### config.mk
export PLATFORM = sky130hd
export DESIGN_NAME = idli_cmp_m
export DESIGN_NICKNAME = d
export VERILOG_FILES = /design/src/rtl/idli_cmp_m.sv
export SDC_FILE = /design/constraint.sdc
export NUM_CORES = 1
export LEC_CHECK = 0
export CELL_PAD_IN_SITES_DETAIL_PLACEMENT = 0
export CELL_PAD_IN_SITES_GLOBAL_PLACEMENT = 1
export CORE_UTILIZATION = 36
export CTS_CLUSTER_DIAMETER = 150
export DETAILED_ROUTE_END_ITERATION = 6
export PLACE_DENSITY_LB_ADDON = 0.1
export SLEW_MARGIN = 20
export SYNTH_ARGS = -nofsm -noshare
export SYNTH_HDL_FRONTEND = slang
export SYNTH_SLANG_ARGS = --single-unit
### constraint.sdc
create_clock -name i_cmp_gck -period 1.44 [get_ports i_cmp_gck]
set_clock_uncertainty 0.1 [all_clocks]
set_input_delay 0.288 -clock i_cmp_gck [delete_from_list [all_inputs] [get_ports i_cmp_gck]]
set_output_delay 0.288 -clock i_cmp_gck [all_outputs]
set_load 0.1 [all_outputs]
### src/rtl/idli_cmp_m.sv
// idli_cmp_m: bit-serial 16-bit compare unit feeding the predicate file's Q write port.
// Operands arrive LSB first, one bit per cycle; the result is written one cycle after bit 15.
// Optional feature macro: IDLI_CMP_INV_EN (latched result inversion giving NE/GE/GEU forms).
module idli_cmp_m (
    input  logic       i_cmp_gck,
    input  logic       i_cmp_rst_n,
    input  logic       i_cmp_start,
    input  logic [1:0] i_cmp_op,
    input  logic [1:0] i_cmp_preg,
    input  logic       i_cmp_inv,
    input  logic       i_cmp_a,
    input  logic       i_cmp_b,
    output logic       o_cmp_busy,
    output logic       o_cmp_wr_en,
    output logic [1:0] o_cmp_preg,
    output logic       o_cmp_data
);

    localparam int unsigned CNT_W  = 4;
    localparam int unsigned OP_W   = 2;
    localparam int unsigned PREG_W = 2;

    localparam logic [CNT_W-1:0]  LAST_BIT  = CNT_W'(15);
    localparam logic [PREG_W-1:0] PREG_TRUE = PREG_W'(3);

    localparam logic [OP_W-1:0] OP_EQ  = 2'd0;
    localparam logic [OP_W-1:0] OP_LT  = 2'd1;
    localparam logic [OP_W-1:0] OP_LTU = 2'd2;
    localparam logic [OP_W-1:0] OP_TST = 2'd3;

    localparam logic [1:0] ST_IDLE = 2'd0;
    localparam logic [1:0] ST_RUN  = 2'd1;
    localparam logic [1:0] ST_WB   = 2'd2;

    logic [1:0]        state_q;
    logic [1:0]        state_d;
    logic [CNT_W-1:0]  cnt_q;
    logic [OP_W-1:0]   op_q;
    logic [PREG_W-1:0] preg_q;
    logic              eq_q;
    logic              ltu_q;
    logic              any_q;

    logic              start_ok_c;
    logic              last_c;
    logic              bit_eq_c;
    logic              bit_lt_c;
    logic              raw_c;
    logic              result_c;

    // Start is only honoured when no operation is in flight.
    assign start_ok_c = i_cmp_start && ((state_q == ST_IDLE) || (state_q == ST_WB));
    assign last_c     = (state_q == ST_RUN) && (cnt_q == LAST_BIT);
    assign bit_eq_c   = ~(i_cmp_a ^ i_cmp_b);
    assign bit_lt_c   = ~i_cmp_a & i_cmp_b;

    // State register.
    always_ff @(posedge i_cmp_gck or negedge i_cmp_rst_n) begin
        if (!i_cmp_rst_n) begin
            state_q <= ST_IDLE;
        end else begin
            state_q <= state_d;
        end
    end

    // Next-state logic.
    always_comb begin
        state_d = state_q;
        case (state_q)
            ST_IDLE: if (i_cmp_start) state_d = ST_RUN;
            ST_RUN:  if (cnt_q == LAST_BIT) state_d = ST_WB;
            ST_WB:   state_d = i_cmp_start ? ST_RUN : ST_IDLE;
            default: state_d = ST_IDLE;
        endcase
    end

    // Final-bit result: bit 15 is folded in here rather than through the accumulators.
    always_comb begin
        raw_c = 1'b0;
        case (op_q)
            OP_EQ:   raw_c = eq_q & bit_eq_c;
            OP_LT:   raw_c = bit_eq_c ? ltu_q : i_cmp_a;
            OP_LTU:  raw_c = bit_eq_c ? ltu_q : bit_lt_c;
            OP_TST:  raw_c = any_q | (i_cmp_a & i_cmp_b);
            default: raw_c = 1'b0;
        endcase
    end

`ifdef IDLI_CMP_INV_EN
    logic inv_q;

    // Inversion flag captured with the rest of the command.
    always_ff @(posedge i_cmp_gck or negedge i_cmp_rst_n) begin
        if (!i_cmp_rst_n) begin
            inv_q <= 1'b0;
        end else if (start_ok_c) begin
            inv_q <= i_cmp_inv;
        end
    end

    assign result_c = raw_c ^ inv_q;
`else
    logic unused_inv;
    assign unused_inv = i_cmp_inv;
    assign result_c   = raw_c;
`endif

    // Command capture, bit counter and serial accumulators.
    always_ff @(posedge i_cmp_gck or negedge i_cmp_rst_n) begin
        if (!i_cmp_rst_n) begin
            cnt_q  <= '0;
            op_q   <= '0;
            preg_q <= '0;
            eq_q   <= 1'b0;
            ltu_q  <= 1'b0;
            any_q  <= 1'b0;
        end else if (start_ok_c) begin
            cnt_q  <= CNT_W'(1);
            op_q   <= i_cmp_op;
            preg_q <= i_cmp_preg;
            eq_q   <= bit_eq_c;
            ltu_q  <= bit_lt_c;
            any_q  <= i_cmp_a & i_cmp_b;
        end else if (state_q == ST_RUN) begin
            cnt_q  <= cnt_q + CNT_W'(1);
            eq_q   <= eq_q & bit_eq_c;
            ltu_q  <= bit_eq_c ? ltu_q : bit_lt_c;
            any_q  <= any_q | (i_cmp_a & i_cmp_b);
        end
    end

    // Registered outputs; index and data hold between writes.
    always_ff @(posedge i_cmp_gck or negedge i_cmp_rst_n) begin
        if (!i_cmp_rst_n) begin
            o_cmp_busy  <= 1'b0;
            o_cmp_wr_en <= 1'b0;
            o_cmp_preg  <= '0;
            o_cmp_data  <= 1'b0;
        end else begin
            o_cmp_busy  <= (state_d == ST_RUN);
            o_cmp_wr_en <= last_c && (preg_q != PREG_TRUE);
            if (last_c) begin
                o_cmp_preg <= preg_q;
                o_cmp_data <= result_c;
            end
        end
    end

endmodule

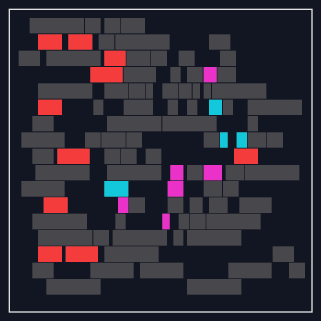
run_1/gate_families.png
Scale: 6 px per um.
colour	family	cells
red	multiplexers	10
cyan	NOR gates	4
magenta	NAND gates	6
multi-input gate share of the layout cell area: 32.1%
non-filler instance count after layout: 127
most numerous logic cell after layout: dfrtp_1

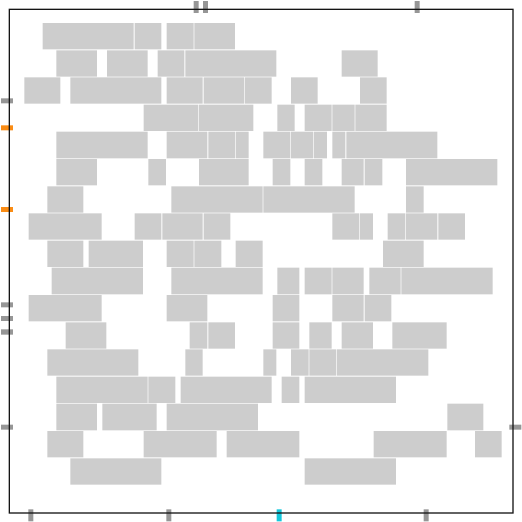
run_1/pins.png
Scale: 10 px per um. Pins as bars across the die edge, other pins in grey.
colour	port	pins	direction	edge
orange	`i_cmp_op`	2	input	west
cyan	`o_cmp_wr_en`	1	output	south
all pins by edge	7 west, 4 south, 3 north, 1 east

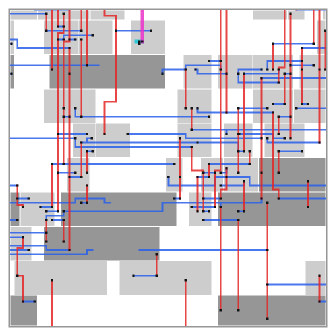
run_1/zoom.png
Region (13, 3) to (38, 28) um. Cells in grey, sequential cells in the stronger grey; small squares are vias.
colour	layer
magenta	met4
red	met2
cyan	met3
blue	met1
most frequent	dfrtp_1 (6), buf_4 (5), o21ai_0 (3)
netlist names of flops here include	`cnt_q` (2), `state_q` (2)
sequential cells in the window	6
cells with their middle in the window	30

==> report_table.html, run 1 <==
<h2>Implementation results</h2>
<table>
<tr><th>Metric</th><th>Value</th></tr>
<tr><th colspan="2">Finish</th></tr>
<tr><td>Largest register by flop count</td><td>cnt_q</td></tr>
<tr><td>Share of cells above drive strength 1</td><td>approximately 41%</td></tr>
<tr><td>Largest register FFs</td><td>4</td></tr>
<tr><td>NumNets Final</td><td>between 100 and 150</td></tr>
<tr><td>Fill cell instance count of the final layout</td><td>roughly 210</td></tr>
<tr><td>Area overhead of the layout relative to synthesis</td><td>47.1%</td></tr>
<tr><th colspan="2">Power</th></tr>
<tr><td>Sequential share of power</td><td>34.0%</td></tr>
<tr><td>Peak ir drop on the vdd network</td><td>0.00139 V</td></tr>
<tr><td>Net switching component of the power</td><td>between 1 and 1.5 mW</td></tr>
<tr><td>Proportion of power drawn by the clock network</td><td>11.7%</td></tr>
<tr><td>Pwr per Cell Area</td><td>~2100 mW/mm^2</td></tr>
<tr><td>Switching Fraction</td><td>40.3%</td></tr>
<tr><td>Leakage component of the power</td><td>~0.55 nW</td></tr>
<tr><td>Fraction of power consumed by combinational cells</td><td>between 50% and 60%</td></tr>
<tr><td>Final Total Pwr</td><td>2.60 mW</td></tr>
<tr><th colspan="2">STA</th></tr>
<tr><td>Fin worst setup slack</td><td>-29.1 ps</td></tr>
<tr><td>Share of the clock period used by the worst path after layout</td><td>102%</td></tr>
<tr><td>Number of hold-slack violations in the final timing report</td><td>0</td></tr>
<tr><td>Setup Viol. Count Final</td><td>1</td></tr>
<tr><td>Final Max Slew Viols</td><td>0</td></tr>
<tr><td>Achievable Freq</td><td>~0.68 GHz</td></tr>
<tr><td>Hold WS</td><td>218 ps</td></tr>
<tr><td>RSZ-0062 raised after global routing</td><td>true</td></tr>
<tr><th colspan="2">Route</th></tr>
<tr><td>Average routed wire per standard cell</td><td>~13 um</td></tr>
<tr><td>Routed vias</td><td>around 650</td></tr>
<tr><td>Total wire length</td><td>roughly 1.6 mm</td></tr>
<tr><td>Final ANT Viol Nets</td><td>0</td></tr>
<tr><td>Initial detailed-routing violation count</td><td>9</td></tr>
<tr><td>DR DRC count</td><td>0</td></tr>
<tr><td>Detailed Routing Iterations Pass 1</td><td>4</td></tr>
<tr><td>Vias per inst</td><td>5.09</td></tr>
<tr><th colspan="2">Clock network</th></tr>
<tr><td>Clock buffer count from CTS</td><td>3</td></tr>
<tr><td>Number of clock sinks</td><td>18</td></tr>
<tr><td>Clock slew at the register clock pins of the worst setup and hold paths</td><td>approximately 100 ps</td></tr>
<tr><td>Maximum buffer depth of the clock tree</td><td>2</td></tr>
<tr><td>Total of hold buffers inserted after clock tree synthesis</td><td>0</td></tr>
<tr><td>Clock Latency Late Sink</td><td>between 200 and 300 ps</td></tr>
<tr><td>Root Driver</td><td>clkbuf_4</td></tr>
<tr><th colspan="2">Yosys</th></tr>
<tr><td>Ys flops</td><td>18</td></tr>
<tr><td>Share of the synthesized area in the top cell type</td><td>53.8%</td></tr>
<tr><td>Synthesized netlist net count</td><td>slightly above 80</td></tr>
<tr><td>Number of standard cells after synthesis</td><td>slightly below 70</td></tr>
<tr><td>Synth logic family</td><td>AND-OR/OR-AND gates</td></tr>
<tr><td>YS warnings</td><td>0</td></tr>
<tr><td>Most repeated cell in the gate-level netlist after synthesis</td><td>dfrtp_1</td></tr>
<tr><td>Cell area after synthesis</td><td>around 840 um^2</td></tr>
<tr><td>Main area contributors after synthesis</td><td>dfrtp_1 (54%), mux2_2 (11%), ha_1 (4.5%)</td></tr>
<tr><td>Post-synth area from yosys stat</td><td>roughly 840 um^2</td></tr>
<tr><td>Cells in synth_stat.txt</td><td>68</td></tr>
<tr><td>Simple-gate share of the synthesized area</td><td>around 8.4%</td></tr>
<tr><td>Compound-Gate Fraction of Synth Area</td><td>14.6%</td></tr>
<tr><td>EDFF count, synth</td><td>0</td></tr>
<tr><td>Ranking of synthesized cells by instance count</td><td>dfrtp_1 (18), mux2_2 (8), o21ai_0 (6)</td></tr>
<tr><td>XOR/XNOR Area Share</td><td>around 2.1%</td></tr>
<tr><td>Area leader, netlist</td><td>dfrtp_1</td></tr>
<tr><td>Mean area per synthesized cell</td><td>~12 um^2</td></tr>
<tr><td>Unique cell type count in the Yosys netlist</td><td>29</td></tr>
<tr><td>Fraction of the yosys area taken by sequential cells</td><td>about 54%</td></tr>
<tr><td>Share of synthesized registers carrying an async set or reset</td><td>100%</td></tr>
<tr><td>Multiplexer share of the synthesized area</td><td>between 10 and 15%</td></tr>
<tr><th colspan="2">Placement</th></tr>
<tr><td>Post-DP HPWL</td><td>about 1.2 mm</td></tr>
<tr><td>Post-Place Cells</td><td>~120</td></tr>
<tr><td>PortBufs</td><td>13</td></tr>
<tr><td>Gp weighted congestion</td><td>just under 0.8</td></tr>
<tr><th colspan="2">Flow run</th></tr>
<tr><td>Log Warnings</td><td>31</td></tr>
<tr><td>Number of violations of the max-capacitance limit</td><td>0</td></tr>
<tr><th colspan="2">Setup path</th></tr>
<tr><td>Max stage delay cell, worst path</td><td>o41a_1</td></tr>
<tr><td>Highest cell delay on the worst timing path</td><td>slightly below 400 ps</td></tr>
<tr><td>Worst reg2reg path startpoint</td><td>ltu_q</td></tr>
<tr><td>Type of the worst setup path</td><td>in2reg</td></tr>
<tr><td>Critical path launch point type</td><td>primary input</td></tr>
<tr><td>Crit path to</td><td>o_cmp_data</td></tr>
<tr><td>Worst Setup End Kind</td><td>flip-flop</td></tr>
<tr><td>Slack of the worst reg-to-reg path</td><td>-10 ps</td></tr>
<tr><td>Depth of the worst register-to-register path</td><td>3</td></tr>
<tr><td>Start point of the critical path</td><td>i_cmp_a</td></tr>
<tr><td>Series of cell instances along the critical path</td><td>buf_6, inv_2, ha_4, mux2_4, o221a_1, o41a_1</td></tr>
<tr><td>Reg2reg end</td><td>o_cmp_data</td></tr>
<tr><td>Largest driver fanout on the critical path</td><td>2</td></tr>
<tr><td>Data required time at the worst endpoint</td><td>about 1500 ps</td></tr>
<tr><th colspan="2">Floorplanning</th></tr>
<tr><td>Site Rows</td><td>17</td></tr>
<tr><td>Vert. Die Dim</td><td>about 50 um</td></tr>
<tr><td>Core area</td><td>~0.0022 mm^2</td></tr>
<tr><td>Chip footprint</td><td>~0.0025 mm^2</td></tr>
<tr><td>Starting Density</td><td>between 30% and 40%</td></tr>
<tr><td>Horizontal die dimension</td><td>roughly 50 um</td></tr>
<tr><td>Number of top-level pins</td><td>15</td></tr>
<tr><th colspan="2">Global route</th></tr>
<tr><td>Pin count of the biggest net entering global routing</td><td>19</td></tr>
<tr><td>First-pass GRT wire length</td><td>2.85 mm</td></tr>
<tr><td>Tot GR Track Use</td><td>between 10% and 20%</td></tr>
<tr><td>Met3 GRT Util</td><td>3.64%</td></tr>
<tr><td>Vias in the first global route</td><td>between 600 and 700</td></tr>
<tr><td>Global route overflow</td><td>0</td></tr>
<tr><td>Global-route track usage on met1</td><td>19.3%</td></tr>
<tr><td>Initial antenna violation count</td><td>0</td></tr>
<tr><td>GR Layer Usage met2</td><td>between 20% and 30%</td></tr>
<tr><td>Busiest layer in global routing</td><td>met2</td></tr>
<tr><th colspan="2">Worst hold path</th></tr>
<tr><td>Worst hold path type</td><td>in2async</td></tr>
<tr><th colspan="2">Run status</th></tr>
<tr><td>Violations in the final reports</td><td>setup timing</td></tr>
<tr><td>Outcome</td><td>finished with violations</td></tr>
</table>
-- run 1: power by group through the flow --
stage | combinational (mW) | clock, mW | sequential (mW)
final | 1.41 | 0.304 | 0.886
after global routing | 1.51 | 0.338 | 0.920
after CTS | 1.39 | 0.317 | 0.883
after detailed placement | 1.33 | 0 | 0.906
after global placement | 1.31 | 0 | 0.902
after floorplan | 0.469 | 0 | 1.23
-- run 1: timing repair --
item | CTS | global route
endpoints found under the setup margin | 5 | 4
pin swaps | 3 | 1
setup buffers | 2 | 0
gates resized | 13 | 5
-- run 1: placed cells by master (no fill, tap or decap), drive strengths merged, types with 3 or more instances in the layout --
cell type and n:
o21ai 6, a21oi 3, clkbuf 4, dfrtp 18, clkdlybuf4s50 6, inv 3
buf 23, ha 3, mux2 9
-- run 1: through the flow --
| stage | setup WS (ps) | util, % | TNS (ps) | area [um^2] |
|---|---|---|---|---|
| 5_1_grt | -47.4 | 55.7 | -80.1 | 1230 |
| 2_1_floorplan | -176 | - | -176 | 850 |
| 3_3_place_gp | -662 | 52.3 | -2200 | 1160 |
| 4_1_cts | -39.0 | 55.0 | -39.0 | 1220 |
| 3_5_place_dp | -700 | 52.3 | -2340 | 1160 |
| 6_report | -29.1 | 55.7 | -29.1 | 1230 |
-- run 1: worst max-delay path: cells and delay by family --
family,cells,cell delay (ps)
fa+ha+maj,1,260
buf+inv,2,110
compound gates,2,600
mux,1,290
-- run 1: cell type report --
class                      instances  area, um^2  share of cell area [%]
sequential                        18         450                    36.6
inverter                           3        11.3                   0.915
multi-input combinational         45         395                    32.1
clock buffer                       4        36.3                    2.95
tap                               28        35.0                    2.85
timing repair buffer              29         303                    24.6
-- run 1: metal layers --
metal	share of wire [%]	vias to the layer above
met2	48	14
li1	-	309
met5	0	-
met3	4.3	4
met1	47	319
met4	1.3	0
run_1/registers.png
Scale: 6 px per um. Other sequential cells in the stronger grey, the rest of the logic in the fainter grey.
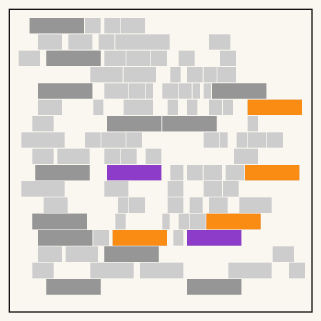

## Run 2: what changed since run 1
- CORE_MARGIN: default -> 5
- MAX_ROUTING_LAYER: default -> met4
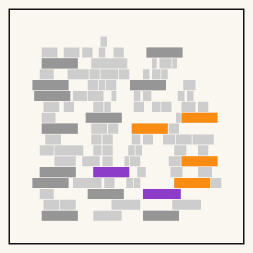
run_2/registers.png
Scale: 4 px per um. Other sequential cells in the stronger grey, the rest of the logic in the fainter grey.
colour	name in the netlist	placed flops
purple	`state_q`	2
orange	`cnt_q`	4
not coloured	12

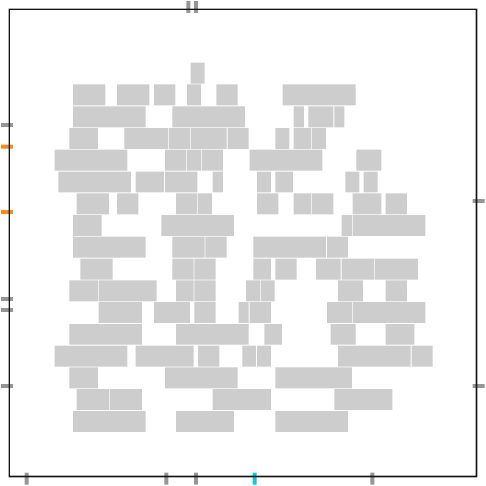
run_2/pins.png
Scale: 8 px per um. Pins as bars across the die edge, other pins in grey.
colour	port	pins	direction	edge
cyan	`o_cmp_wr_en`	1	output	south
orange	`i_cmp_op`	2	input	west
all pins by edge	6 west, 5 south, 2 north, 2 east

==> report_table.html, run 2 <==
<h2>Implementation results</h2>
<table>
<tr><th>Metric</th><th>Value</th></tr>
<tr><th colspan="2">Floorplanning</th></tr>
<tr><td>Core area</td><td>0.00221 mm^2 (unchanged)</td></tr>
<tr><td>Starting Density</td><td>37.8% (unchanged)</td></tr>
<tr><td>Horizontal die dimension</td><td>58.2 um (+16%)</td></tr>
<tr><td>Number of top-level pins</td><td>15 (unchanged)</td></tr>
<tr><td>Vert. Die Dim</td><td>58.2 um (+16%)</td></tr>
<tr><th colspan="2">STA</th></tr>
<tr><td>RSZ-0062 raised after global routing</td><td>true</td></tr>
<tr><td>Setup Viol. Count Final</td><td>0 (-1)</td></tr>
<tr><th colspan="2">Power</th></tr>
<tr><td>Reported clock group power</td><td>0.246 mW (-19%)</td></tr>
<tr><td>Pwr per Cell Area</td><td>2100 mW/mm^2 (-0.80%)</td></tr>
<tr><td>Fraction of power consumed by combinational cells</td><td>53.6% (-0.7 points)</td></tr>
<tr><td>Proportion of power drawn by the clock network</td><td>9.8% (-1.9 points)</td></tr>
<tr><td>Sequential share of power</td><td>36.6% (+2.6 points)</td></tr>
<tr><td>Top Consumer</td><td>combinational logic</td></tr>
<tr><td>Combinational gate power</td><td>1.34 mW (-5%)</td></tr>
<tr><td>Switching Fraction</td><td>41.3% (+0.96 points)</td></tr>
<tr><td>Net switching component of the power</td><td>1.03 mW (-1.6%)</td></tr>
<tr><td>Peak ir drop on the vdd network</td><td>0.00144 V (+3.1%)</td></tr>
<tr><td>Sequential cell power</td><td>0.915 mW (+3.3%)</td></tr>
<tr><td>Leakage component of the power</td><td>0.532 nW (-3.5%)</td></tr>
<tr><th colspan="2">Route</th></tr>
<tr><td>M1 WL</td><td>759 um (unchanged)</td></tr>
<tr><td>Routed vias</td><td>624 (-3.4%)</td></tr>
<tr><td>DR DRC count</td><td>0 (unchanged)</td></tr>
<tr><td>Met3 wire length</td><td>60 um (-13%)</td></tr>
<tr><td>Final ANT Viol Nets</td><td>0 (unchanged)</td></tr>
<tr><td>Met2 routed WL</td><td>843 um (+9.3%)</td></tr>
<tr><td>Initial detailed-routing violation count</td><td>5 (-4)</td></tr>
<tr><td>Highest Signal Layer</td><td>met4</td></tr>
<tr><td>Total wire length</td><td>1.68 mm (+3.3%)</td></tr>
<tr><th colspan="2">Setup path</th></tr>
<tr><td>Family with the most delay on the worst path</td><td>AND-OR/OR-AND gates</td></tr>
<tr><td>Type of the worst setup path</td><td>reg2reg</td></tr>
<tr><td>Critical path launch point type</td><td>flip-flop</td></tr>
<tr><td>Buffers &amp; Inverters on Critical Path</td><td>1 (-1)</td></tr>
<tr><td>Highest cell delay on the worst timing path</td><td>380 ps (about the same)</td></tr>
<tr><td>Worst Setup End Kind</td><td>flip-flop</td></tr>
<tr><td>Largest driver fanout on the critical path</td><td>2 (unchanged)</td></tr>
<tr><td>Series of cell instances along the critical path</td><td>ha_2, nand3b_1, buf_4, o41a_1</td></tr>
<tr><th colspan="2">Placement</th></tr>
<tr><td>PortBufs</td><td>13 (unchanged)</td></tr>
<tr><td>Standard cell area after detailed placement</td><td>0.00116 mm^2 (+0.65%)</td></tr>
<tr><td>Post-DP HPWL</td><td>1.31 mm (+6.6%)</td></tr>
<tr><td>Gp weighted congestion</td><td>0.703 (-10%)</td></tr>
<tr><th colspan="2">Yosys</th></tr>
<tr><td>EDFF count, synth</td><td>0 (unchanged)</td></tr>
<tr><td>Most repeated cell in the gate-level netlist after synthesis</td><td>dfrtp_1</td></tr>
<tr><td>Simple-gate share of the synthesized area</td><td>8.37% (unchanged)</td></tr>
<tr><td>Unique cell type count in the Yosys netlist</td><td>29 (unchanged)</td></tr>
<tr><td>XOR/XNOR Area Share</td><td>2.09% (unchanged)</td></tr>
<tr><td>Cells in synth_stat.txt</td><td>68 (unchanged)</td></tr>
<tr><td>Post-synth area from yosys stat</td><td>837 um^2 (unchanged)</td></tr>
<tr><td>Multiplexer share of the synthesized area</td><td>13.8% (unchanged)</td></tr>
<tr><td>Area leader, netlist</td><td>dfrtp_1</td></tr>
<tr><td>YS warnings</td><td>0 (unchanged)</td></tr>
<tr><td>Cell area after synthesis</td><td>837 um^2 (unchanged)</td></tr>
<tr><td>Number of standard cells after synthesis</td><td>68 (unchanged)</td></tr>
<tr><td>Fraction of the yosys area taken by sequential cells</td><td>53.8% (unchanged)</td></tr>
<tr><td>Main area contributors after synthesis</td><td>dfrtp_1 (54%), mux2_2 (11%), ha_1 (4.5%)</td></tr>
<tr><th colspan="2">Clock network</th></tr>
<tr><td>Maximum buffer depth of the clock tree</td><td>2 (unchanged)</td></tr>
<tr><td>Post-CTS Resized</td><td>10 (-3)</td></tr>
<tr><td>Clock Latency Late Sink</td><td>290 ps (about the same)</td></tr>
<tr><td>Number of clock sinks</td><td>18 (unchanged)</td></tr>
<tr><td>Root Driver</td><td>clkbuf_4</td></tr>
<tr><td>Post-CTS setup buffers</td><td>0 (-2)</td></tr>
<tr><td>Clock buffer count from CTS</td><td>3 (unchanged)</td></tr>
<tr><th colspan="2">Global route</th></tr>
<tr><td>Vias in the first global route</td><td>674 (+5.8%)</td></tr>
<tr><td>Pin count of the biggest net entering global routing</td><td>19 (unchanged)</td></tr>
<tr><td>First-pass GRT wire length</td><td>2.93 mm (+2.7%)</td></tr>
<tr><td>Initial antenna violation count</td><td>0 (unchanged)</td></tr>
<tr><th colspan="2">Finish</th></tr>
<tr><td>Most numerous logic cell after layout</td><td>dfrtp_1</td></tr>
<tr><td>Largest register by flop count</td><td>cnt_q</td></tr>
<tr><td>Register Area</td><td>452 um^2 (+0.28%)</td></tr>
<tr><td>Cell area after layout</td><td>0.00119 mm^2 (-3.2%)</td></tr>
<tr><td>Fill cell instance count of the final layout</td><td>214 (+1.4%)</td></tr>
<tr><td>NumNets Final</td><td>112 (-0.88%)</td></tr>
<tr><td>Area overhead of the layout relative to synthesis</td><td>42.5%</td></tr>
<tr><td>End-of-flow core utilization</td><td>53.9% (-1.8 points)</td></tr>
<tr><td>Logic area</td><td>389 um^2 (-1.6%)</td></tr>
<tr><th colspan="2">Run status</th></tr>
<tr><td>Outcome</td><td>finished, final reports clean</td></tr>
<tr><th colspan="2">Worst hold path</th></tr>
<tr><td>Worst hold path type</td><td>in2async</td></tr>
<tr><th colspan="2">Flow run</th></tr>
<tr><td>Number of violations of the max-capacitance limit</td><td>0 (unchanged)</td></tr>
</table>
==> run 2: netlist changes by cell type in the layout (fill, tap and decap cells not counted), sizes merged <==
cell / previous run / this run
buf: 23 / 22
clkbuf: 4 / 3
==> run 2: cell families (layout without fill, tap and decap cells) <==
family / count (synthesis) / in the layout
DFF: 18 / 18
xor gates and xnor gates: 2 / 2
adders and majority gates: 3 / 3
buffers and inverters: 5 / 34
AOI/OAI and AO/OA: 18 / 18
and+or+nand+nor: 12 / 12
muxes: 10 / 10
==> run 2: metal layers <==
| layer | global-route usage, % | up-vias |
|---|---|---|
| li1 | - | 308 |
| met1 | 14.3 | 304 |
| met2 | 18.4 | 10 |
| met3 | 2.90 | 2 |
| met4 | 4.97 | 0 |
| met5 | - | - |
==> run 2: path summary, 6_finish.rpt <==
kind | slack [ps] | to | cells after the start | startpoint
max | 20 | o_cmp_data | 4 | cnt_q[0]
min | 210 | cnt_q[0] | 2 | i_cmp_rst_n
max reg2reg | 20 | o_cmp_data | 4 | cnt_q[0]
min reg2reg | 390 | o_cmp_wr_en | 1 | preg_q[1]
max in group asynchronous | 820 | state_q[0] | 2 | i_cmp_rst_n
min in group i_cmp_gck | 290 | ltu_q | 3 | i_cmp_b
==> run 2: cell type report <==
class | count | area share (%)
inverter | 3 | 0.944
sequential | 18 | 37.9
tap | 28 | 2.94
multi-input combinational | 45 | 32.6
clock buffer | 3 | 1.89
timing repair buffer | 28 | 23.7
==> run 2: per-stage QoR <==
stage / worst slack (ps) / cells / hold WS [ps]
after CTS: 4.79 / 125 / 215
after global placement: -667 / 122 / 362
after floorplan: -176 / 68 / -108
after detailed placement: -702 / 122 / 373
final: 15.3 / 125 / 211
after global routing: -55.5 / 125 / 218
Power and IR drop assume default switching activity.
